`src/rtl/mv_block_fetch.sv`:
```
// mv_block_fetch: turns one decoded half-pel motion vector into
// per-row frame-memory read requests for one reference block.
module mv_block_fetch #(
  parameter int WIDTH  = 352,
  parameter int HEIGHT = 288,
  parameter int ADDR_W = 20,
  parameter int BLK    = 16
) (
  input  logic              clk,
  input  logic              rst,
  input  logic              in_valid,
  output logic              in_ready,
  input  logic [5:0]        mb_x,
  input  logic [5:0]        mb_y,
  input  logic [31:0]       mv_x,
  input  logic [31:0]       mv_y,
  output logic              req_valid,
  input  logic              req_ready,
  output logic [ADDR_W-1:0] req_addr,
  output logic [4:0]        req_len,
  output logic              req_last,
  output logic              out_hx,
  output logic              out_hy,
  output logic              out_clip,
  output logic              done
);

  typedef enum logic [1:0] {
    S_IDLE,
    S_CALC,
    S_ISSUE,
    S_DONE
  } state_e;

  state_e state_q, state_d;

  logic [5:0]         mbx_q, mbx_d;
  logic [5:0]         mby_q, mby_d;
  logic signed [31:0] mvx_q, mvx_d;
  logic signed [31:0] mvy_q, mvy_d;
  logic [ADDR_W-1:0]  addr_q, addr_d;
  logic [4:0]         len_q, len_d;
  logic [4:0]         row_q, row_d;
  logic [4:0]         nrows_q, nrows_d;
  logic               last_q, last_d;
  logic               hx_q, hx_d;
  logic               hy_q, hy_d;
  logic               clip_q, clip_d;

  logic signed [31:0] x_raw, y_raw;
  logic signed [31:0] x_max, y_max;
  logic signed [31:0] x_cl, y_cl;
  logic [ADDR_W-1:0]  base;
  logic               hx_c, hy_c;
  logic               x_clip, y_clip;
  logic [4:0]         nrows_c;

  // Reference position from captured inputs; only consumed in S_CALC.
  always_comb begin
    hx_c  = mvx_q[0];
    hy_c  = mvy_q[0];
    x_raw = $signed(32'(mbx_q) * 32'(BLK)) + (mvx_q >>> 1);
    y_raw = $signed(32'(mby_q) * 32'(BLK)) + (mvy_q >>> 1);
    x_max = WIDTH - BLK - int'(hx_c);
    y_max = HEIGHT - BLK - int'(hy_c);
    x_cl   = x_raw;
    x_clip = 1'b0;
    if (x_raw < 0) begin
      x_cl   = 0;
      x_clip = 1'b1;
    end else if (x_raw > x_max) begin
      x_cl   = x_max;
      x_clip = 1'b1;
    end
    y_cl   = y_raw;
    y_clip = 1'b0;
    if (y_raw < 0) begin
      y_cl   = 0;
      y_clip = 1'b1;
    end else if (y_raw > y_max) begin
      y_cl   = y_max;
      y_clip = 1'b1;
    end
    base    = ADDR_W'(y_cl * WIDTH + x_cl);
    nrows_c = 5'(BLK + int'(hy_c));
  end

  always_comb begin
    state_d = state_q;
    mbx_d   = mbx_q;
    mby_d   = mby_q;
    mvx_d   = mvx_q;
    mvy_d   = mvy_q;
    addr_d  = addr_q;
    len_d   = len_q;
    row_d   = row_q;
    nrows_d = nrows_q;
    last_d  = last_q;
    hx_d    = hx_q;
    hy_d    = hy_q;
    clip_d  = clip_q;
    unique case (state_q)
      S_IDLE: begin
        if (in_valid) begin
          mbx_d   = mb_x;
          mby_d   = mb_y;
          mvx_d   = mv_x;
          mvy_d   = mv_y;
          state_d = S_CALC;
        end
      end
      S_CALC: begin
        hx_d    = hx_c;
        hy_d    = hy_c;
        clip_d  = x_clip | y_clip;
        addr_d  = base;
        len_d   = 5'(BLK + int'(hx_c));
        nrows_d = nrows_c;
        row_d   = 5'd0;
        last_d  = (nrows_c == 5'd1);
        state_d = S_ISSUE;
      end
      S_ISSUE: begin
        if (req_ready) begin
          if (last_q) begin
            addr_d  = '0;
            len_d   = 5'd0;
            last_d  = 1'b0;
            row_d   = 5'd0;
            state_d = S_DONE;
          end else begin
            row_d  = row_q + 5'd1;
            addr_d = addr_q + ADDR_W'(WIDTH);
            last_d = (row_q + 5'd1) == (nrows_q - 5'd1);
          end
        end
      end
      S_DONE: begin
        state_d = S_IDLE;
      end
      default: state_d = S_IDLE;
    endcase
  end

  always_ff @(posedge clk or negedge rst) begin
    if (!rst) begin
      state_q <= S_IDLE;
      mbx_q   <= '0;
      mby_q   <= '0;
      mvx_q   <= '0;
      mvy_q   <= '0;
      addr_q  <= '0;
      len_q   <= '0;
      row_q   <= '0;
      nrows_q <= '0;
      last_q  <= 1'b0;
      hx_q    <= 1'b0;
      hy_q    <= 1'b0;
      clip_q  <= 1'b0;
    end else begin
      state_q <= state_d;
      mbx_q   <= mbx_d;
      mby_q   <= mby_d;
      mvx_q   <= mvx_d;
      mvy_q   <= mvy_d;
      addr_q  <= addr_d;
      len_q   <= len_d;
      row_q   <= row_d;
      nrows_q <= nrows_d;
      last_q  <= last_d;
      hx_q    <= hx_d;
      hy_q    <= hy_d;
      clip_q  <= clip_d;
    end
  end

  assign in_ready  = (state_q == S_IDLE);
  assign req_valid = (state_q == S_ISSUE);
  assign done      = (state_q == S_DONE);
  assign req_addr  = addr_q;
  assign req_len   = len_q;
  assign req_last  = last_q;
  assign out_hx    = hx_q;
  assign out_hy    = hy_q;
  assign out_clip  = clip_q;

endmodule

```
`config.mk`:
```
export PLATFORM = sky130hd
export DESIGN_NAME = mv_block_fetch
export DESIGN_NICKNAME = d
export VERILOG_FILES = /design/src/rtl/mv_block_fetch.sv
export SDC_FILE = /design/constraint.sdc
export NUM_CORES = 1
export LEC_CHECK = 0
export CORE_ASPECT_RATIO = 0.5
export CORE_MARGIN = 2
export CORE_UTILIZATION = 62
export CTS_BUF_LIST = sky130_fd_sc_hd__clkbuf_8
export CTS_CLUSTER_DIAMETER = 150
export DETAILED_ROUTE_END_ITERATION = 10
export HOLD_SLACK_MARGIN = 0.15
export PLACE_DENSITY = 0.89
export SLEW_MARGIN = 30
export SYNTH_ARGS = -nofsm -noshare
export SYNTH_HDL_FRONTEND = slang
export SYNTH_SLANG_ARGS = --single-unit
export TNS_END_PERCENT = 10
```
`constraint.sdc`:
```
create_clock -name clk -period 16.95 [get_ports clk]
set_clock_uncertainty 0.2 [all_clocks]
set_input_delay 4.2375 -clock clk [delete_from_list [all_inputs] [get_ports clk]]
set_output_delay 4.2375 -clock clk [all_outputs]
set_load 0.02 [all_outputs]
```
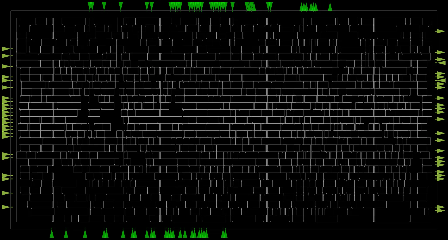
(run_1/placement.png)
CORE AREA: 12700 um2
fin cells: 1114
# rows: 29
post-layout util: 0.756
flop share of the area: 0.288

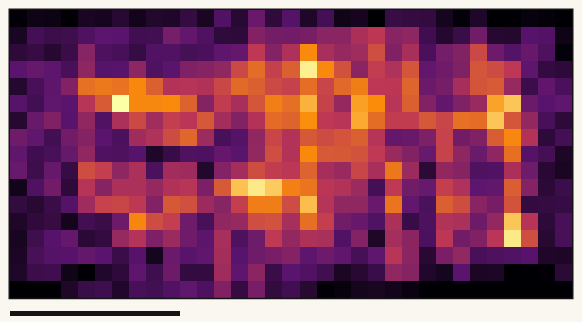
(run_1/metal_density.png)
The bar under the picture is 50 um long. The die is cut into 33 by 17 equal tiles; black is low, pale yellow is high, scaled to the fullest tile. Values are wire area over tile area, all layers added.
The fullest tile reaches 0.66. 4.8% of the tiles are nearly empty. The mean over all tiles is 0.22. 23% of the tiles are over half the peak. The densest ninth of the die: center.
average routed wire per standard cell: 17.2 um
vias post-DR: 6909
final wirelength: 19.2 mm

==> impl_metrics.csv, run 1 <==
group,metric,value,unit
route,wl_met1,8.61,mm
finish,final.fill_count,858,
sta,finalSetupViolCount,0,
finish,diodes,0,
synth,simple_gate_share,0.163,
sta,clock.fmax,125,MHz
route,vias_per_cell,6.20,
synth,synth_stat.cells,816,
route,ant_nets,0,
synth,synth_flops,110,
die,num_io_pins,112,
finish,logic_area,5140,um2
synth,most_common_cell,"dfrtp_1",
setup_path,cp_top_family,"AND-OR/OR-AND gates",
grt,met2_usage,0.479,
synth,top_area_cell,"dfrtp_1",
grt,grt_usage,0.279,
setup_path,cp.depth,27,
clocking,cts_buffer_depth,2,
power_and_ir_drop,power_combinational,1340,uW
synth,yosys.stat.seqShare,0.343,
hold_path,holdPathEnd,"req_addr[3]",
synth,synthMuxAreaShare,0.122,
route,route.met2.wl,9.12,mm
route,drcViolationCount,0,
grt,overflow,0,
placement,dp_hpwl,14.7,mm
run_status,outcome,"complete, no violations",
setup_path,max_stage_delay,740,ps
setup_path,endpoint,"req_addr[17]",
power_and_ir_drop,power,2040,uW
placement,pre_cts_ws,9130,ps
finish,lay_top_cells,"dfrtp_1 (110), clkdlybuf4s50_1 (107), mux2_2 (85)",
power_and_ir_drop,switching_share,0.476,
clocking,clkTransAtPathRegs,110,ps
sta,slew_headroom,0.407,
sta,setup_ws,8960,ps
clocking,root_buffer,"clkbuf_8",
grt,grt_pass1_vias,6629,
setup_path,arrival,8060,ps
power_and_ir_drop,top_power_group,"combinational cells",
setup_path,r2r_end,"req_addr[17]",
synth,adder_share,0.141,
synth,syn_area,8020,um2
power_and_ir_drop,p_clk_frac,0.083,
synth,logic_family,"simple AND/OR/NAND/NOR gates",
die,fp_util,0.633,
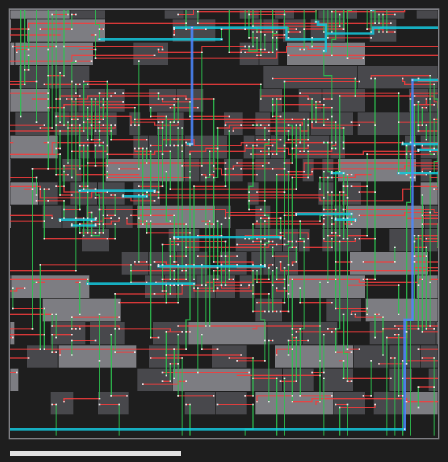
(run_1/detail.png)
The bar under the picture is 20 um long. Window x 16 to 66, y 0 to 50 um. Cells in gray, sequential cells in the stronger gray; small squares are vias.
Red marks metal 1. Cyan marks metal 3. Blue marks metal 4. Green marks metal 2.
Netlist names of flops here include mvy_q (15), mvx_q (3). Sequential cells in the window: 19. 137 logic cells have their middle in the window. Most frequent: dfrtp_1 (19), mux2_2 (15), clkdlybuf4s50_1 (13).

==> run_1/flops_by_reg.png <==
Other sequential cells in the stronger gray, the rest of the logic in the fainter gray.
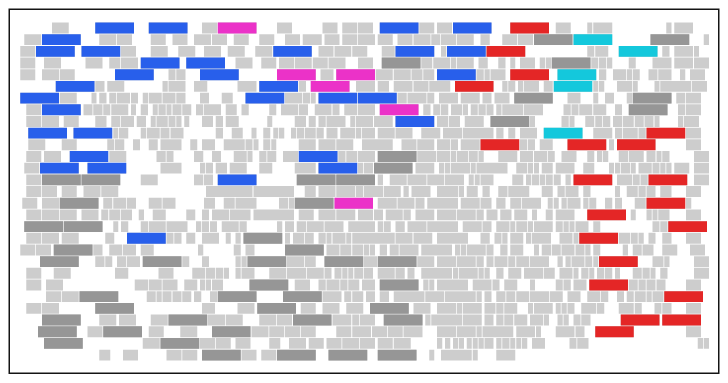

==> run 2: changes to the inputs <==
--- a/config.mk
+++ b/config.mk
@@ -7,12 +7,12 @@
 export LEC_CHECK = 0
 export CORE_ASPECT_RATIO = 0.5
 export CORE_MARGIN = 2
-export CORE_UTILIZATION = 62
+export CORE_UTILIZATION = 57
 export CTS_BUF_LIST = sky130_fd_sc_hd__clkbuf_8
 export CTS_CLUSTER_DIAMETER = 150
 export DETAILED_ROUTE_END_ITERATION = 10
 export HOLD_SLACK_MARGIN = 0.15
-export PLACE_DENSITY = 0.89
+export PLACE_DENSITY = 0.83
 export SLEW_MARGIN = 30
 export SYNTH_ARGS = -nofsm -noshare
 export SYNTH_HDL_FRONTEND = slang
==> constraint.sdc (replaced) <==
create_clock -name clk -period 8.1 [get_ports clk]
set_clock_uncertainty 0.2 [all_clocks]
set_input_delay 2.025 -clock clk [delete_from_list [all_inputs] [get_ports clk]]
set_output_delay 2.025 -clock clk [all_outputs]
set_load 0.02 [all_outputs]
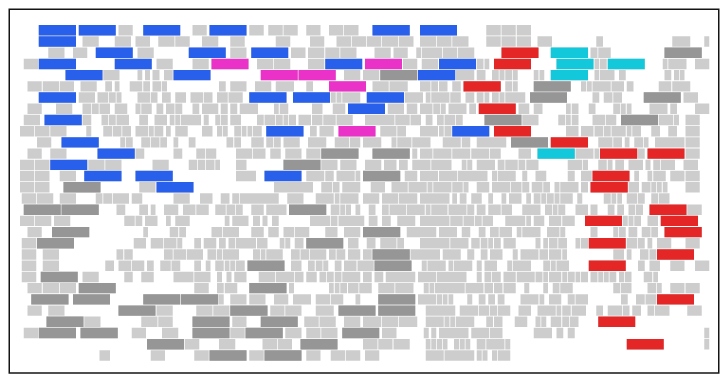
(run_2/flops_by_reg.png)
Other sequential cells in the stronger gray, the rest of the logic in the fainter gray.
Cyan marks row_q, placed flops 5, where north-east. Magenta marks mbx_q, placed flops 6, where north. Red marks req_addr, placed flops 20. Blue marks mvx_q, placed flops 32.
Another 47 sequential cells are not colored.
post-layout util: 0.700
Sequential Power: 1110 uW
Sequential Area: 2750 um2
flop share of the area: 0.288

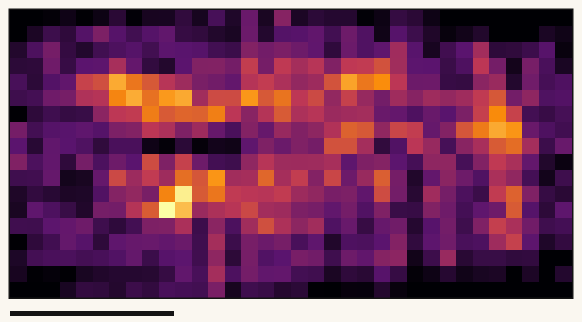
(run_2/metal_density.png)
The bar under the picture is 50 um long. The die is cut into 34 by 18 equal tiles; black is low, pale yellow is high, scaled to the fullest tile. Values are wire area over tile area, all layers added.
The densest ninth of the die: center. 7.7% of the tiles are nearly empty. The fullest tile reaches 0.68. 13% of the tiles are over half the peak.
final wirelength: 18.1 mm
average routed wire per standard cell: 15.9 um
vias post-DR: 6749

==> run 2 against run 1 <==
Effect of this change: synthesized area unchanged; first-iteration DRC count decreased by 15%; maximum frequency increased by 6.0%; global-route usage decreased by 2.8 points.
==> impl_metrics.csv, run 2 <==
group,metric,value,unit
setup_path,cp.depth,28,
setup_path,endpoint,"req_addr[17]",
clocking,cts_buffer_depth,2,
setup_path,arrival,7600,ps
grt,grt_usage,0.251,
sta,slew_headroom,0.518,
route,drcViolationCount,0,
power_and_ir_drop,switching_share,0.473,
grt,grt_pass1_vias,6388,
route,ant_nets,0,
sta,setup_ws,566,ps
setup_path,max_stage_delay,580,ps
placement,dp_hpwl,14.1,mm
placement,pre_cts_ws,564,ps
synth,top_area_cell,"dfrtp_1",
synth,synth_flops,110,
sta,clock.fmax,133,MHz
clocking,clkTransAtPathRegs,110,ps
synth,synthMuxAreaShare,0.122,
route,wl_met1,8.43,mm
synth,adder_share,0.141,
die,num_io_pins,112,
synth,logic_family,"simple AND/OR/NAND/NOR gates",
finish,logic_area,5150,um2
power_and_ir_drop,power,4170,uW
synth,simple_gate_share,0.163,
die,core_area,13700,um2
route,vias_per_cell,5.94,
synth,most_common_cell,"dfrtp_1",
finish,stdcell_count,1137,
synth,syn_area,8020,um2
run_status,outcome,"complete, no violations",
power_and_ir_drop,top_power_group,"combinational cells",
clocking,root_buffer,"clkbuf_8",
power_and_ir_drop,power_combinational,2750,uW
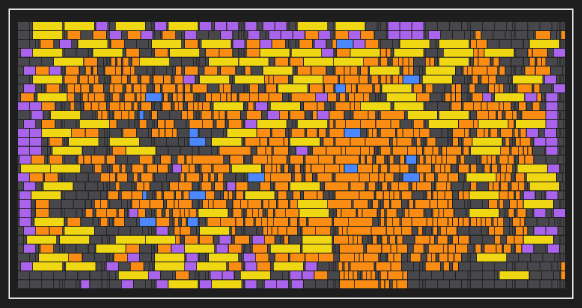
(run_2/placement_by_type.png)
Fill, decap, tap and diode cells in gray.
Blue marks clock drivers and dummy loads, cells 16, share of their area 1.9%. Purple marks remaining buffers and delay cells, cells 113, share of their area 12%. Orange marks combinational and other logic, cells 706, share of their area 57%. Yellow marks sequential cells, cells 110, share of their area 30%.
# rows: 30
fin area: 9560 um2

Power figures rest on the tool's default switching activity, not on a simulated workload.
